[src/rtl/ir_cmd_queue_pkg.sv]
// Shared constants for the IR command path: default command width and repeat window.
// Also holds a helper for sizing the repeat-window counter.
package ir_cmd_queue_pkg;

    localparam int IR_CMD_W              = 12;
    localparam int IR_REPEAT_WIN_DEFAULT = 1000;

    // A zero window still needs a 1-bit counter so the logic stays legal.
    function automatic int win_bits(input int win);
        return (win > 0) ? $clog2(win + 1) : 1;
    endfunction

endpackage

[src/rtl/ir_cmd_fifo.sv]
// First-word-fall-through FIFO for captured IR commands.
// Full and empty come from the occupancy count; a push into a full FIFO is accepted only alongside a pop.
module ir_cmd_fifo
    import ir_cmd_queue_pkg::*;
#(
    parameter int DATA_W = IR_CMD_W,
    parameter int DEPTH  = 4
) (
    input  logic                       clk,
    input  logic                       rst,
    input  logic                       push,
    input  logic [DATA_W-1:0]          din,
    input  logic                       pop,
    output logic [DATA_W-1:0]          dout,
    output logic [$clog2(DEPTH+1)-1:0] count,
    output logic                       full,
    output logic                       empty
);

    localparam int PTR_W = $clog2(DEPTH);
    localparam int CNT_W = $clog2(DEPTH + 1);

    logic [DATA_W-1:0] mem [DEPTH];
    logic [PTR_W-1:0]  wr_ptr;
    logic [PTR_W-1:0]  rd_ptr;
    logic              do_push;
    logic              do_pop;

    assign full    = (count == CNT_W'(DEPTH));
    assign empty   = (count == '0);
    assign do_pop  = pop && !empty;
    assign do_push = push && (!full || do_pop);
    assign dout    = empty ? '0 : mem[rd_ptr];

    always_ff @(posedge clk) begin
        if (do_push) begin
            mem[wr_ptr] <= din;
        end
    end

    always_ff @(posedge clk or posedge rst) begin
        if (rst) begin
            wr_ptr <= '0;
            rd_ptr <= '0;
            count  <= '0;
        end else begin
            if (do_push) begin
                wr_ptr <= wr_ptr + PTR_W'(1);
            end
            if (do_pop) begin
                rd_ptr <= rd_ptr + PTR_W'(1);
            end
            case ({do_push, do_pop})
                2'b10:   count <= count + CNT_W'(1);
                2'b01:   count <= count - CNT_W'(1);
                default: count <= count;
            endcase
        end
    end

endmodule

[src/rtl/ir_cmd_queue.sv]
// Captures IR commands on the rising edge of in_rdy, drops auto-repeat duplicates,
// and queues accepted commands in a FWFT FIFO with overflow reporting.
module ir_cmd_queue
    import ir_cmd_queue_pkg::*;
#(
    parameter int DATA_W     = IR_CMD_W,
    parameter int DEPTH      = 4,
    parameter int DEDUP      = 1,
    parameter int REPEAT_WIN = IR_REPEAT_WIN_DEFAULT
) (
    input  logic                       clk,
    input  logic                       rst,
    input  logic [DATA_W-1:0]          in_data,
    input  logic                       in_rdy,
    output logic [DATA_W-1:0]          out_data,
    output logic                       out_valid,
    input  logic                       out_ready,
    output logic                       new_cmd,
    output logic [DATA_W-1:0]          last_cmd,
    output logic [$clog2(DEPTH+1)-1:0] count,
    output logic                       overflow,
    input  logic                       clr_overflow
);

    localparam int               WIN_W    = win_bits(REPEAT_WIN);
    localparam logic [WIN_W-1:0] WIN_MAX  = WIN_W'(REPEAT_WIN);
    localparam bit               DEDUP_ON = (DEDUP != 0) && (REPEAT_WIN != 0);

    logic             rdy_q;
    logic [WIN_W-1:0] win_cnt;
    logic             capture;
    logic             dup;
    logic             accept;
    logic             pop;
    logic             full;
    logic             empty;

    assign capture   = in_rdy && !rdy_q;
    assign dup       = DEDUP_ON && (in_data == last_cmd) && (win_cnt < WIN_MAX);
    assign accept    = capture && !dup;
    assign pop       = out_valid && out_ready;
    assign out_valid = !empty;

    ir_cmd_fifo #(
        .DATA_W (DATA_W),
        .DEPTH  (DEPTH)
    ) u_fifo (
        .clk   (clk),
        .rst   (rst),
        .push  (accept),
        .din   (in_data),
        .pop   (pop),
        .dout  (out_data),
        .count (count),
        .full  (full),
        .empty (empty)
    );

    // rdy_q resets high so an in_rdy held across reset release is not a capture.
    always_ff @(posedge clk or posedge rst) begin
        if (rst) begin
            rdy_q    <= 1'b1;
            win_cnt  <= WIN_MAX;
            new_cmd  <= 1'b0;
            last_cmd <= '0;
            overflow <= 1'b0;
        end else begin
            rdy_q   <= in_rdy;
            new_cmd <= accept;
            if (capture) begin
                win_cnt <= '0;
            end else if (win_cnt < WIN_MAX) begin
                win_cnt <= win_cnt + WIN_W'(1);
            end
            if (accept) begin
                last_cmd <= in_data;
            end
            if (clr_overflow) begin
                overflow <= 1'b0;
            end else if (accept && full && !pop) begin
                overflow <= 1'b1;
            end
        end
    end

endmodule

[config.mk]
export PLATFORM = sky130hd
export DESIGN_NAME = ir_cmd_queue
export DESIGN_NICKNAME = d
export VERILOG_FILES = /design/src/rtl/ir_cmd_queue_pkg.sv /design/src/rtl/ir_cmd_fifo.sv /design/src/rtl/ir_cmd_queue.sv
export SDC_FILE = /design/constraint.sdc
export NUM_CORES = 1
export LEC_CHECK = 0
export CORE_ASPECT_RATIO = 0.6
export CORE_UTILIZATION = 35
export CTS_BUF_LIST = sky130_fd_sc_hd__clkbuf_2 sky130_fd_sc_hd__clkbuf_4 sky130_fd_sc_hd__clkbuf_8
export DETAILED_ROUTE_END_ITERATION = 7
export PLACE_DENSITY = 0.66
export SYNTH_ARGS = -nofsm -noshare
export SYNTH_HDL_FRONTEND = slang
export SYNTH_SLANG_ARGS = --single-unit
[constraint.sdc]
create_clock -name clk -period 5.62 [get_ports clk]
set_input_delay 0.562 -clock clk [delete_from_list [all_inputs] [get_ports clk]]
set_output_delay 0.562 -clock clk [all_outputs]
set_load 0.02 [all_outputs]
==> summary.txt, run 1 <==
Results of the implementation run.

The number of buffers inserted by hold repair at cts is 0. The finished layout holds 400 standard cells, fillers aside. After layout, the minimum clock period comes to 3590 ps. The power of the combinational group came out at 0.000635 W.

The final weighted congestion of routability-driven global placement came out at 0.720. The biggest slice of the total power is consumed by registers. The wire length of the first global-routing pass came out at 10600 um. The worst hold margin came out at 512 ps. The launching point of the worst reg2reg path is last_cmd[0].

For flop-to-flop paths, the worst setup slack is 2430 ps. The sequential group share of total power came out at 44.4%. The critical path required time is 5900 ps. The worst register-to-register path ends at u_fifo.count[2]. Per STA, the highest per-stage delay on the worst path measures 990 ps.

The net switching component of the power came out at 0.000588 W. Counting the warning lines in the Yosys log gives 0. The worst register-to-register path depth is 11. Power comes to 0.00186 W.

Data on the critical path arrives at its endpoint at 3870 ps. The total instance count after detailed placement came out at 384. The tree is rooted in a clkbuf_8. The number of global-route vias before repair is 1907. The worst hold path belongs to the class register to register. The buffer levels on the longest clock path is 2. A synthesized cell averages 16.0 um2. The TritonCTS clock tree is yes. The register with the most flip-flops in the layout has 48 of them. The setup slack after placement is 1650 ps.

The die is 78.6 um tall. The final number of setup-violating endpoints came out at 0. The share of final layout cell area taken by clock buffers and inverters is 4.43%. The number of setup buffers added after CTS is 0. The run finished with clean final reports. Among logic cells in the layout, the one with the most instances is edfxtp_1. The library cells used most frequently in the layout, excluding fill and tap cells, are edfxtp_1 (48), clkdlybuf4s50_1 (46), dfrtp_1 (25), xnor2_1 (17), and2_1 (17).

After synthesis, the most frequently instantiated cells are edfxtp_1 (48), dfrtp_1 (25), and2_1 (17), xnor2_1 (17), mux2_2 (13). Global routing used 14.7% of the available tracks across all layers. The area after detailed placement is 4020 um2. The period utilization is 63.9%. The number of distinct standard cells referenced by the synthesized netlist came out at 32. Per the synthesis report, the dominant area consumer among library cells is edfxtp_1.
## run 1: layer usage
layer,GRT usage [%],share of wire (%),vias to the layer above
li1,-,-,873
met1,20.5,51,907
met2,20.7,42,50
met3,5.59,6.2,9
met4,5.23,1.2,0
met5,0,0,-
## run 1: kinds of logic after synthesis
family | Yosys count | share of synthesized area, %
xor gates and xnor gates | 25 | 6.40
adders and majority gates | 7 | 2.78
AOI/OAI and AO/OA | 6 | 1.68
buffers and inverters | 16 | 2.01
and+or+nand+nor | 53 | 8.59
DFF | 80 | 65.8
muxes | 27 | 12.8
## run 1: worst register-to-register path, stage by stage, from the launching register on
cell and delay, ps:
dfrtp_1 420, xnor2_1 180, nand4_1 200, o41ai_4 990, nor2_2 190, inv_1 100
ha_1 180, inv_1 60, fa_1 380, xor2_1 150, nor2_1 110, xor2_1 150
==> run_1/layer_met1.png <==
(4 px per um) Supply wires on this layer in grey. Cells faint in the background.
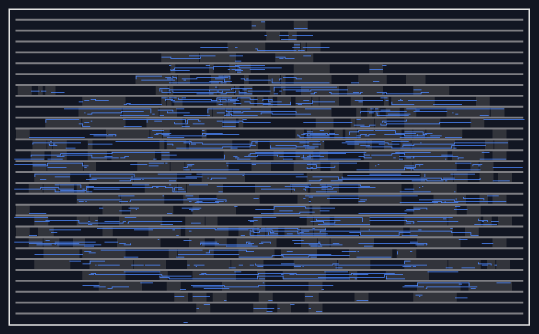
share of all routed wire = 51%
nets with wire on the layer = 246
main direction = horizontal
longest straight run = 32.9 um
met1 global-route usage: 20.5%
via count: 1839
routed wire length: 6550 um

==> run_1/layer_met2.png <==
(4 px per um)
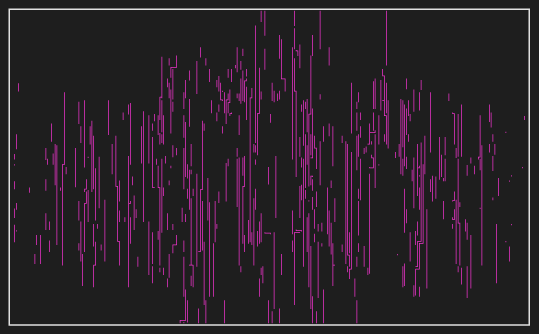
nets with wire on the layer = 248
main direction = vertical

==> run_1/layer_met3.png <==
(6 px per um) Cells faint in the background.
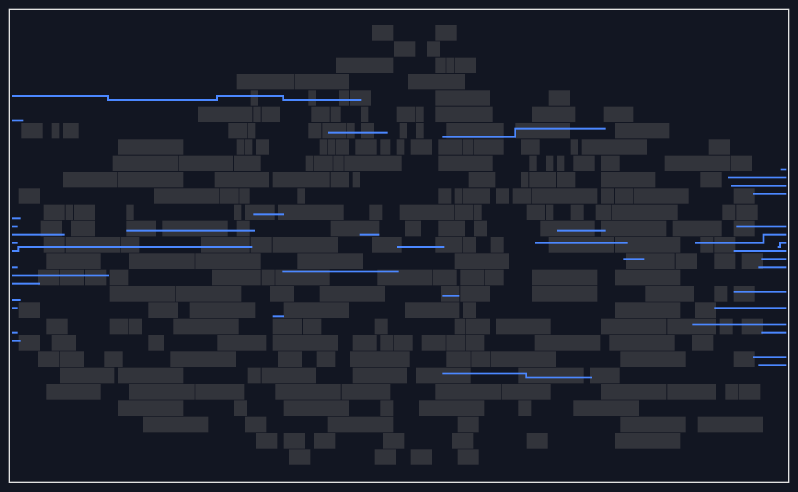
wire length on this layer = 404 um
nets with wire on the layer = 35
longest straight run = 38.9 um
met3 global-route usage: 5.59%

==> run_1/clk_routes.png <==
(3 px per um)
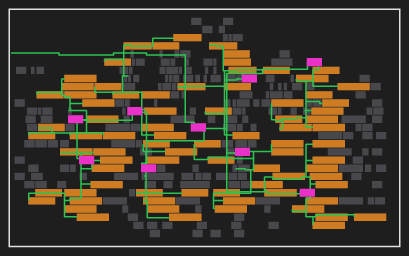

==> run 2: changes to the inputs <==
--- a/config.mk
+++ b/config.mk
@@ -9,7 +9,7 @@
 export CORE_UTILIZATION = 35
 export CTS_BUF_LIST = sky130_fd_sc_hd__clkbuf_2 sky130_fd_sc_hd__clkbuf_4 sky130_fd_sc_hd__clkbuf_8
 export DETAILED_ROUTE_END_ITERATION = 7
-export PLACE_DENSITY = 0.66
+export PLACE_DENSITY = 0.68
 export SYNTH_ARGS = -nofsm -noshare
 export SYNTH_HDL_FRONTEND = slang
 export SYNTH_SLANG_ARGS = --single-unit
==> constraint.sdc (replaced) <==
create_clock -name clk -period 3.3 [get_ports clk]
set_input_delay 0.33 -clock clk [delete_from_list [all_inputs] [get_ports clk]]
set_output_delay 0.33 -clock clk [all_outputs]
set_load 0.02 [all_outputs]
==> run_2/clk_routes.png <==
(3 px per um)
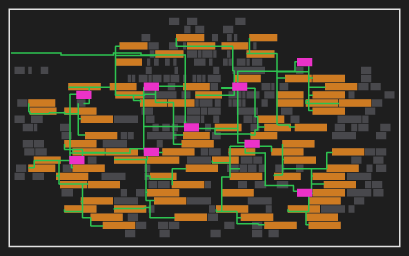
magenta -> clock drivers  # count 9
orange -> flip-flops  # count 80
green -> clock wires  # length 931 um
routed clock nets = 10
clock distribution power: 0.000782 W
clock group share of total power: 23.8%
clk_skew: 8.02 ps
clock insertion delay at the later pin of the skew report: 350 ps

==> summary.txt, run 2 <==
Results of the implementation run.

The run finished with clean final reports. The global-route total usage across every layer is 15.2%. The number of buffers inserted by hold repair at cts is 0. The AND-OR/OR-AND share of the synthesized area came out at 1.68%. The class of the tightest hold or removal check is primary input to async pin. By count the netlist is led by edfxtp_1 (48), dfrtp_1 (25), and2_1 (17), xnor2_1 (17), mux2_2 (13). Across all hold checks on the routed design, the worst slack comes to 361 ps.

The final number of setup-violating endpoints is 0. The number of distinct standard cells referenced by the synthesized netlist came out at 32. The period utilization came out at 87.3%. The setup slack after placement came out at 193 ps. Per the CTS log, the root buffer master is clkbuf_8.

Routed signal wires occupy layers up through met4. The power of the combinational group came out at 0.00112 W. The area after detailed placement came out at 4040 um2. The synthesized netlist devotes 6.40% of its cell area to XOR and XNOR gates. The worst path arrival time is 2550 ps. The final period demand of the worst path came out at 2880 ps.

In the global route stage, met1 resource usage came out at 22.2%. Summing over every cut layer, the via total after detailed routing is 1907. The die boundary height came out at 78.6 um. Including well taps, the total number of placed cells is 387. By instance count after routing, the leading logic cell type is edfxtp_1. The number of global-route vias before repair came to 1968. In the layout the commonest cells are edfxtp_1 (48), clkdlybuf4s50_1 (46), dfrtp_1 (25), xnor2_1 (17), and2_1 (17). The length in cells of the worst reg-to-reg path is 11.

The global routing met3 resource utilization came out at 5.45%. The finished layout holds 403 standard cells, fillers aside. The register-to-register setup slack came out at 680 ps. The adder-cell area share of the yosys netlist is 2.78%.

The register with the most flip-flops in the layout has 48 of them. The TritonCTS clock tree is yes. The routed design has 6800 um of wire.

The sequential group share of total power is 42.2%. The total power draw is 0.00328 W. Global routing consumed, on the met2 layer, 20.9% of the routing resources.

The total length of routed met3 wires came out at 327 um. The synthesized design spends more area on one cell type than any other, namely edfxtp_1. In this run the critical register-to-register path is captured at u_fifo.count[2].

The synthesis run identifies the leading combinational cell family as multiplexers. Of all power groups, the one with the highest power is registers.
[run 2: cell count changes in the layout (fill, tap and decap cells not counted)]
cell        change
buf_4           +3
clkinv_1        -2
clkinv_2        -1
clkinvlp_4      +1
bufinv_16       +1
clkinv_4        +1
[run 2: logic make-up after synthesis]
group           after synthesis
buf+inv                      16
xor+xnor                     25
fa+ha+maj                     7
simple gates                 53
compound gates                6
flops                        80
mux                          27
[run 2: critical path, stage by stage, from the launching register on]
cell and delay [ps]:
dfrtp_1 680, buf_4 280, mux4_2 500, and2_1 180, clkdlybuf4s50_1 550
[run 2: layout make-up]
class / count / area share [%]
Clock buffer: 11 / 3.26
Sequential cell: 80 / 52.8
Clock inverter: 5 / 1.91
Tap cell: 130 / 3.82
Multi-Input combinational cell: 118 / 25.9
Timing Repair Buffer: 50 / 11.5
Inverter: 9 / 0.793
==> run_2/layer_met3.png <==
(6 px per um) Cells faint in the background.
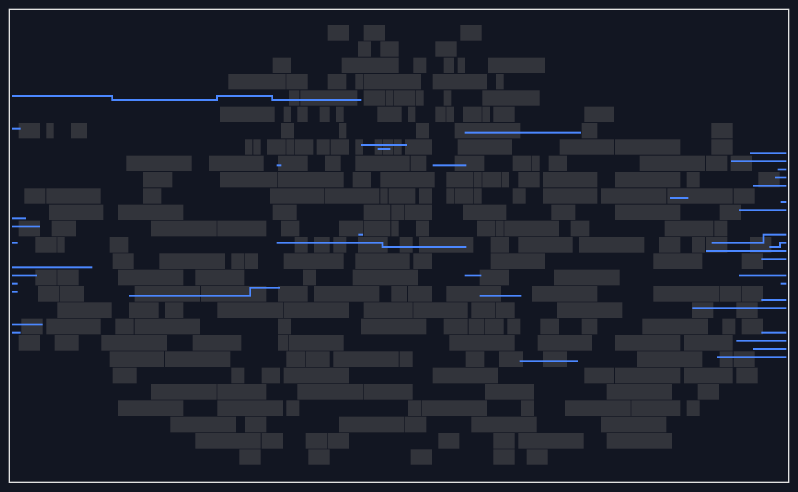

==> run 3: changes to the inputs <==
--- a/config.mk
+++ b/config.mk
@@ -5,10 +5,13 @@
 export SDC_FILE = /design/constraint.sdc
 export NUM_CORES = 1
 export LEC_CHECK = 0
+export CAP_MARGIN = 25
 export CORE_ASPECT_RATIO = 0.6
 export CORE_UTILIZATION = 35
 export CTS_BUF_LIST = sky130_fd_sc_hd__clkbuf_2 sky130_fd_sc_hd__clkbuf_4 sky130_fd_sc_hd__clkbuf_8
+export CTS_CLUSTER_DIAMETER = 40
 export DETAILED_ROUTE_END_ITERATION = 7
+export MAX_ROUTING_LAYER = met4
 export PLACE_DENSITY = 0.68
 export SYNTH_ARGS = -nofsm -noshare
 export SYNTH_HDL_FRONTEND = slang
==> run_3/layer_met3.png <==
(6 px per um) Cells faint in the background.
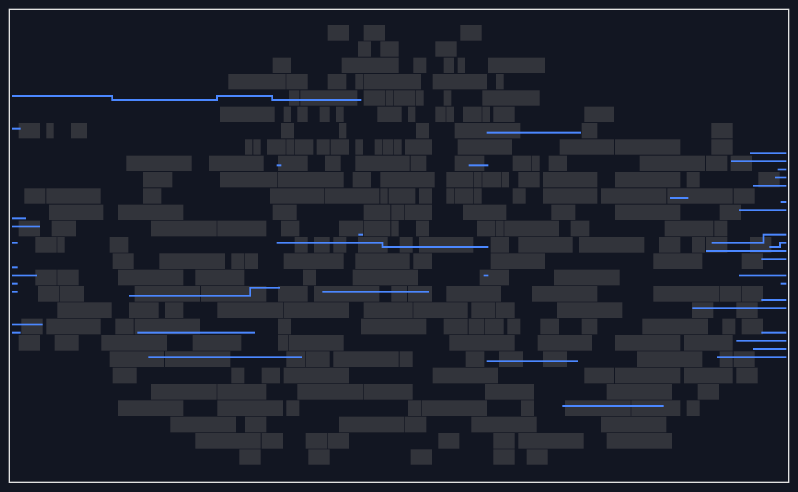
wire length on this layer = 379 um
main direction = horizontal
nets with wire on the layer = 36
longest straight run = 25.3 um
share of all routed wire = 5.6%

==> summary.txt, run 3 <==
Results of the implementation run.

The net switching component of the power came out at 0.00103 W. The clock latency of the later-clocked register in the worst-skew pair is 350 ps. Looking at the reg2reg group, the worst path ends at u_fifo.count[2].

The total length of routed met3 wires came out at 378 um. The tool warning count for the run is 29. The met2 wirelength from detailed routing is 2810 um. The die boundary height is 78.6 um. The final number of setup-violating endpoints is 0. The TritonCTS clock tree is yes. The number of global-route vias before repair came out at 1964.

For this design, Yosys synthesis ends with a cell count of 214. The number of optimization iterations in the first detailed-route pass is 4. The max-slew violation total from the final report came out at 0.

The flow ran to the end, and the final reports show no timing, DRC or antenna violations. The root buffer selected by CTS is clkbuf_8. For reference, the top cells by area after synthesis are edfxtp_1 (42%), dfrtp_1 (18%), mux4_2 (7.9%). Overall routing resource usage recorded by global route was 15.7%. The critical path required time came out at 2970 ps. Looking at the clock tree report, the maximum root-to-sink buffer count equals 2. The total instance count after detailed placement is 387. The largest incremental delay on the critical path came out at 680 ps. In the synthesized netlist, the cells that appear most often are edfxtp_1 (48), dfrtp_1 (25), and2_1 (17), xnor2_1 (17), mux2_2 (13). STA reports the tightest min-delay check as being of type primary input to async pin. After clock tree synthesis, the repair step resized 0 gates. The number of flip-flops under the largest register name is 48.

The length of routed wiring on met1 is 3550 um. The maximum clock skew at final layout is 12.3 ps. The flop and latch count out of synthesis came out at 80. Power attributed to combinational cells is 0.00112 W. The number of input and output port buffers inserted is 46. The most used routing layer is met1. For this block, the routed nets add up to 6820 um of wire.

The launching point of the worst reg2reg path is last_cmd[11]. The worst path in the final design needs a cycle of 2880 ps, including I/O delays and setup. The top layer reached by signal wires is met4. The global routing usage on met2 came out at 20.9%. After clock tree synthesis, the flow added hold-fix buffers numbering 0.

Entering global routing, the biggest net connects 33 pins. The static leakage came out at 1.53 nW. The number of cell rows is 27. Prior to clock tree synthesis, the placed netlist has a worst setup slack of 193 ps. The most common logic cell in the routed design is edfxtp_1. The period utilization came out at 87.4%. The count of maximum capacitance violations came out at 0. The final instance area is 4260 um2. The final weighted congestion of routability-driven global placement came out at 0.805. Hold timing on the final database bottoms out at a slack of 361 ps. Setup repair after global routing left no endpoint under its margin. The group drawing the most power is registers.

The power share of the clock group came out at 23.9%. The wire length of the first global-routing pass came out at 11100 um. The met1 routing resource usage after global routing is 22.3%. Among all stages on the critical path, the largest delay is contributed by dfrtp_1.

The worst path arrival time is 2550 ps. The cell area after technology mapping came out at 3420 um2. The initial antenna violation count is 0. The length in cells of the worst reg-to-reg path is 11. The global routing met3 resource utilization is 5.32%. Dividing the synthesized area by the synthesized cell count gives 16.0 um2. The placement stage leaves a total instance area of 4040 um2. Per the synthesis report, the number of distinct cell types is 32. The total power draw came out at 0.00329 W. In this run the post-CTS setup repair buffer count came out at 0. The clock network power came out at 0.000787 W. The worst slew margin relative to its limit is 52.7%. Summed over all instances, the cell type with the most area after synthesis is edfxtp_1. The sequential group share of total power is 42.2%.

Per the cell usage report, the commonest logic cells after layout are edfxtp_1 (48), clkdlybuf4s50_1 (46), dfrtp_1 (25), xnor2_1 (17), and2_1 (17). The via count is 1903. The count of synthesis-stage warnings from yosys came out at 0.

In this run the critical path is formed by buf_4 > mux4_2 > and2_1 > clkdlybuf4s50_1. The count of flip-flops with a built-in enable after synthesis is 48. The final standard cell count with taps included and fillers excluded is 403. STA reports a reg2reg setup slack of 670 ps.
==> run 3: kinds of logic after synthesis <==
kind of cell             Yosys count  share of synthesized area (%)
AND-OR/OR-AND                      6                           1.68
adder cells (fa/ha/maj)            7                           2.78
AND/OR/NAND/NOR                   53                           8.59
XOR/XNOR                          25                           6.40
buffers and inverters             16                           2.01
flip-flops                        80                           65.8
multiplexers                      27                           12.8
==> run 3: cell type report <==
class                   instances  area (um2)
inverters                       9        33.8
fillers                       855        5060
multi-input cells             118        1100
clock inverters                 5        81.3
flip-flops and latches         80        2250
clock buffers                  11         139
well taps                     130         163
repair buffers                 50         490
==> run 3: worst max-delay path: cells and delay by family, from the launching register on <==
family        cells  cell delay, ps
buf+inv           2             830
flops             1             680
mux               1             500
simple gates      1             180
Power and IR drop assume default switching activity.
